File: src/rtl/signed_upscaler.sv
// Two-stage signed left-shift scaler with output saturation and a saturation counter.
// Optional LFSR dither of the vacated LSBs is enabled by defining SIGNED_UPSCALER_DITHER_EN.
module signed_upscaler #(
    parameter int unsigned DATA_WIDTH_IN  = 16,
    parameter int unsigned DATA_WIDTH_OUT = 24,
    parameter int unsigned SHIFT_W        = 4
) (
    input  logic                      clk,
    input  logic                      rst,
    input  logic                      in_valid,
    output logic                      in_ready,
    input  logic [DATA_WIDTH_IN-1:0]  din,
    input  logic [SHIFT_W-1:0]        shift,
    output logic                      out_valid,
    input  logic                      out_ready,
    output logic [DATA_WIDTH_OUT-1:0] dout,
    output logic [15:0]               sat_count,
    input  logic                      sat_clr
);

    localparam int unsigned PROD_W = DATA_WIDTH_IN + (1 << SHIFT_W) - 1;
    localparam int unsigned CALC_W = (PROD_W > DATA_WIDTH_OUT) ? PROD_W : DATA_WIDTH_OUT;

    // Output range limits expressed at the internal calculation width.
    localparam logic signed [CALC_W-1:0] MAXVAL =
        signed'({{(CALC_W - DATA_WIDTH_OUT + 1){1'b0}}, {(DATA_WIDTH_OUT - 1){1'b1}}});
    localparam logic signed [CALC_W-1:0] MINVAL = ~MAXVAL;

    generate
        if (DATA_WIDTH_OUT < DATA_WIDTH_IN) begin : g_width_check
            $error("signed_upscaler: DATA_WIDTH_OUT must be >= DATA_WIDTH_IN");
        end
    endgenerate

    logic                      adv;
    logic                      s1_valid;
    logic signed [CALC_W-1:0]  s1_din;
    logic [SHIFT_W-1:0]        s1_shift;
    logic signed [CALC_W-1:0]  prod;
    logic                      sat_hi;
    logic                      sat_lo;
    logic                      sat_event;
    logic [DATA_WIDTH_OUT-1:0] res;

    assign adv       = !out_valid || out_ready;
    assign in_ready  = adv;
    assign sat_event = adv && s1_valid && (sat_hi || sat_lo);

`ifdef SIGNED_UPSCALER_DITHER_EN
    logic [15:0]       lfsr;
    logic [15:0]       s1_lfsr;
    logic [CALC_W-1:0] dith;
`endif

    // S2 datapath: full-precision shift, range check, optional dither.
    always_comb begin
        prod   = s1_din <<< s1_shift;
        sat_hi = (prod > MAXVAL);
        sat_lo = (prod < MINVAL);
`ifdef SIGNED_UPSCALER_DITHER_EN
        dith   = CALC_W'(s1_lfsr) & ((CALC_W'(1) << s1_shift) - CALC_W'(1));
        res    = DATA_WIDTH_OUT'(prod | dith);
`else
        res    = DATA_WIDTH_OUT'(prod);
`endif
        if (sat_hi) begin
            res = MAXVAL[DATA_WIDTH_OUT-1:0];
        end else if (sat_lo) begin
            res = MINVAL[DATA_WIDTH_OUT-1:0];
        end
    end

    always_ff @(posedge clk) begin
        if (rst) begin
            s1_valid  <= 1'b0;
            s1_din    <= '0;
            s1_shift  <= '0;
            out_valid <= 1'b0;
            dout      <= '0;
            sat_count <= '0;
`ifdef SIGNED_UPSCALER_DITHER_EN
            lfsr      <= 16'hACE1;
            s1_lfsr   <= '0;
`endif
        end else begin
            if (adv) begin
                s1_valid  <= in_valid;
                out_valid <= s1_valid;
                if (in_valid) begin
                    s1_din   <= CALC_W'(signed'(din));
                    s1_shift <= shift;
`ifdef SIGNED_UPSCALER_DITHER_EN
                    // Sample keeps the pre-advance LFSR state for its dither bits.
                    s1_lfsr  <= lfsr;
                    lfsr     <= {lfsr[0] ^ lfsr[2] ^ lfsr[3] ^ lfsr[5], lfsr[15:1]};
`endif
                end
                if (s1_valid) begin
                    dout <= res;
                end
            end
            // Clear has priority over a coincident saturation event.
            if (sat_clr) begin
                sat_count <= '0;
            end else if (sat_event && (sat_count != 16'hFFFF)) begin
                sat_count <= sat_count + 16'd1;
            end
        end
    end

endmodule

File: config.mk
export PLATFORM = sky130hd
export DESIGN_NAME = signed_upscaler
export DESIGN_NICKNAME = d
export VERILOG_FILES = /design/src/rtl/signed_upscaler.sv
export SDC_FILE = /design/constraint.sdc
export NUM_CORES = 1
export LEC_CHECK = 0
export CORE_MARGIN = 10
export CORE_UTILIZATION = 52
export DETAILED_ROUTE_END_ITERATION = 10
export HOLD_SLACK_MARGIN = 0.12
export PLACE_DENSITY = 0.8
export REMOVE_ABC_BUFFERS = 1
export SLEW_MARGIN = 20
export SYNTH_ARGS = -nofsm -noshare
export SYNTH_HDL_FRONTEND = slang
export SYNTH_SLANG_ARGS = --single-unit
File: constraint.sdc
create_clock -name clk -period 2.7 [get_ports clk]
set_clock_uncertainty 0.1 [all_clocks]
set_input_delay 0.27 -clock clk [delete_from_list [all_inputs] [get_ports clk]]
set_output_delay 0.27 -clock clk [all_outputs]
set_load 0.02 [all_outputs]
Fig. 1: power grid
(4 px per micron) Pins as bars on the die edge.
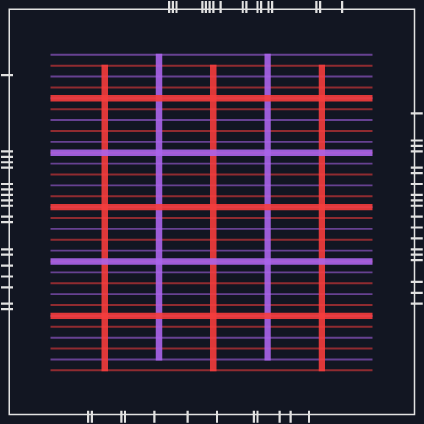
colour	net
purple	VDD
red	VSS
met1 rails	30
rows	29

Fig. 2: sequential cells coloured by netlist name
(4 px per micron)
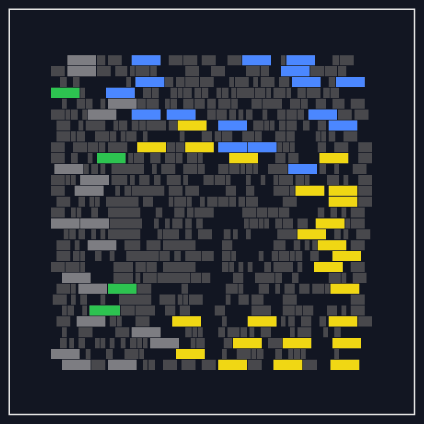
colour	netlist name	sequential cells
yellow	`dout`	24
green	`s1_shift`	4
blue	`sat_count`	16
not coloured	18

==> flow_summary.json <==
{
  "status": "finished, final reports clean",
  "hold_end": "dout[23]",
  "warnings": 25,
  "power_mw": 2.22,
  "cts_sinks": 62,
  "critPathKind": "reg2reg",
  "power_leader": "registers",
  "dieArea_sq_um": 10200,
  "ys_area_sq_um": 3410,
  "grt.busiest_layer": "met2",
  "synthCells": 424,
  "lay_top_count": "nand2_1",
  "rr_endpoint": "sat_count[4]",
  "top_layer_used": "met4",
  "ir_drop_mv": 0.449,
  "vias": 3311,
  "numSynthFlops": 62,
  "antenna_found_initial": 0,
  "grt_pass1_wl_mm": 15.8,
  "synthToLayoutAreaGrowth_pct": 27.0,
  "met3_length_microns": 740,
  "cp_top_family": "AND-OR/OR-AND gates",
  "slew_violations": 0,
  "clkTransAtPathRegs_ps": 70,
  "ys_sh_aoi_pct": 21.6,
  "cp.required_ps": 2880,
  "wl_met2_mm": 4.46,
  "max_stage_delay_ps": 370,
  "clockPowerShare_pct": 35.1,
  "reg2reg_from": "s1_shift[0]",
  "final_cell_mix": "nand2_1 (77), clkdlybuf4s50_1 (66), dfxtp_1 (61), a21oi_1 (44), nor2_1 (38)",
  "dp_hpwl_mm": 7.33,
  "ys_top_logic_family": "AND-OR/OR-AND gates",
  "max-cap-violations": 0,
  "cts_tree": "built",
  "drtPass1Iterations": 4,
  "setup_viol": 0,
  "r2r_slack_ps": 190,
  "internal-power_mw": 1.59,
  "fin_crit_ps": 2510,
  "switching_power_mw": 0.622,
  "grtUsageMet1_pct": 24.5,
  "critPathMaxFanout": 14,
  "worst_pin_slew_ps": 665,
  "fin_util_pct": 68.2,
  "synth_area_sq_um": 3410,
  "grt.total_usage_pct": 18.9,
  "hold_path.startpoint": "dout[23]",
  "syn-mean-instance-area_sq_um": 8.04,
  "drc_errors": 0,
  "grt.met3_usage_pct": 4.73,
  "rows": 29,
  "ys_sh_xor_pct": 1.03,
  "drt_iter0_markers": 196,
  "fin_cells": 564,
  "place_congestion": 0.894,
  "initial_core_util_pct": 53.7,
  "synthFlopType": "dfxtp_1",
  "yosysTopAreaCell": "dfxtp_1",
  "pg_seq_mw": 1.00,
  "place_ws_ps": 161,
  "diodes": 0,
  "slew_headroom_pct": 55.7,
  "fa_ha_area_share_pct": 0.367,
  "ys_warn_count": 0,
  "simple_gate_share_pct": 21.0,
  "holdBufCountCts": 0,
  "cts-buffers-inserted": 9,
  "comb_power_mw": 0.436,
  "wl_mm": 9.55,
  "synth-edff-count": 0,
  "clockRootBuffer": "clkbuf_8",
  "fin_ws_ps": 193,
  "ys_seq_share_pct": 36.4,
  "synth_top_area_share_pct": 36.4,
  "crit_chain": "buf_4 > buf_6 > mux2i_1 > o32ai_1 > a221o_1 > a21o_1 > buf_4 > or3_1 > a21oi_1",
  "clock_path_buffers": 2,
  "post-synth-top-count-cell": "nand2_1",
  "r2r_cells": 9,
  "p_leak_nw": 1.46,
  "area_leaders": "dfxtp_1 (36%), nand2_1 (8.5%), mux4_2 (7.3%), a21oi_1 (6.5%), mux2i_1 (4.7%)",
  "coreArea_sq_um": 6350,
  "crit_path_start_kind": "register",
  "grtUsageMet2_pct": 29.7,
  "die_h_microns": 101,
  "rsz0062_at_grt": "false",
  "pg_clk_mw": 0.777,
  "place_area_sq_um": 4140,
  "dieWidth_microns": 101,
  "clkLatencyLatePin_ps": 350,
  "hold_violations": 0,
  "p_per_area_nw_per_um2": 512,
  "setup_tns_ps": 0,
  "crit_path_end_kind": "register",
  "drt-met1-wl_mm": 4.18,
  "p_seq_share_pct": 45.3,
  "switching_share_pct": 28.1,
  "hold_ws_ps": 361,
  "finish.instance_area_sq_um": 4330,
  "io_buffers": 66,
  "ys_sh_mux_pct": 13.6,
  "critPathArrivalTime_ps": 2690,
  "synth_stat.cells": 424,
  "path_buffers": 3,
  "max_freq_ghz": 0.399,
  "grt_overflow": 0,
  "hold_class": "reg2reg",
  "detail_route.wl_per_cell_microns": 16.9,
  "holdPathStages": 2,
  "cts_resized": 0,
  "grt_pass1_vias": 3159,
  "cp_common_cell": "buf_4",
  "synthArstFlopShare_pct": 0,
  "synth_cell_types": 47,
  "grt_max_degree": 34,
  "postCtsSetupBuffers": 0,
  "antenna_left": 0,
  "slowest_stage": "dfxtp_1",
  "power_frac_comb_pct": 19.7,
  "viasPerCell": 5.87,
  "io_pins": 67,
  "drive_gt1_share_pct": 10.9,
  "finalCritPeriodShare_pct": 92.9,
  "fin_nets": 509,
  "h-tree-depth": 3,
  "common_cells": "nand2_1 (77), dfxtp_1 (62), a21oi_1 (44)"
}
Fig. 3: local utilization
(4 px per micron) The die is cut into 10 by 10 equal tiles; black is low, pale yellow is high, 0 to 100% covered.
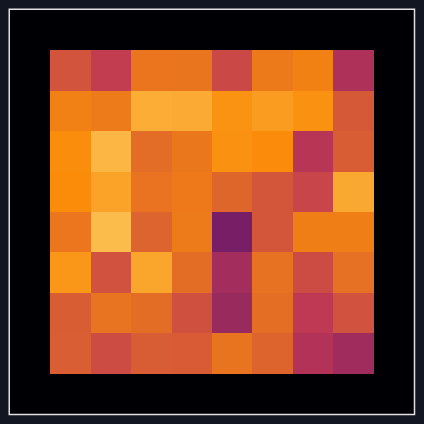
tiles over 75% full	13%
densest ninth of the die	middle
emptiest ninth of the die	bottom right
fullest tile	86%

Fig. 4: met2 routing
(4 px per micron)
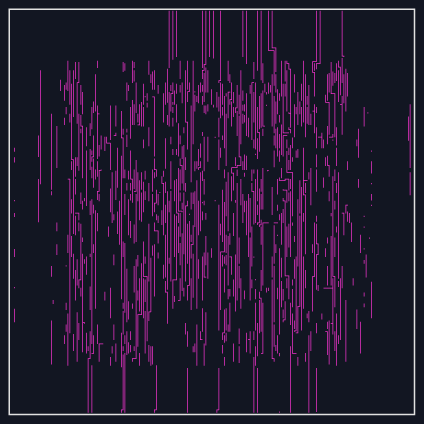
main direction	vertical
longest straight run	38.4 microns

-- final cells by class --
cell class                      instances  area, sq um
Sequential cell                        62         1240
Timing Repair Buffer                   86          815
Tap cell                               77         96.3
Inverter                                7         26.3
Fill cell                             568         2020
Multi-Input combinational cell        317         1960
Clock buffer                           15          186
-- worst max-delay path by stage --
stage / from / end / slack, ps / depth (start not counted)
finish: s1_shift[0] / sat_count[4] / 190 / 9
global route: s1_shift[0] / dout[17] / 7 / 7
CTS: s1_shift[0] / sat_count[10] / 140 / 9
detailed placement: s1_shift[0] / sat_count[10] / 160 / 9
global placement: s1_shift[1] / sat_count[10] / 200 / 8
floorplan: s1_shift[0] / sat_count[13] / -560 / 5
-- registers in the layout, indices dropped and copies added, names as in the netlist --
signal     cells
s1_shift       4
s1_din        16
dout          24
sat_count     16
out_valid      1
s1_valid       1
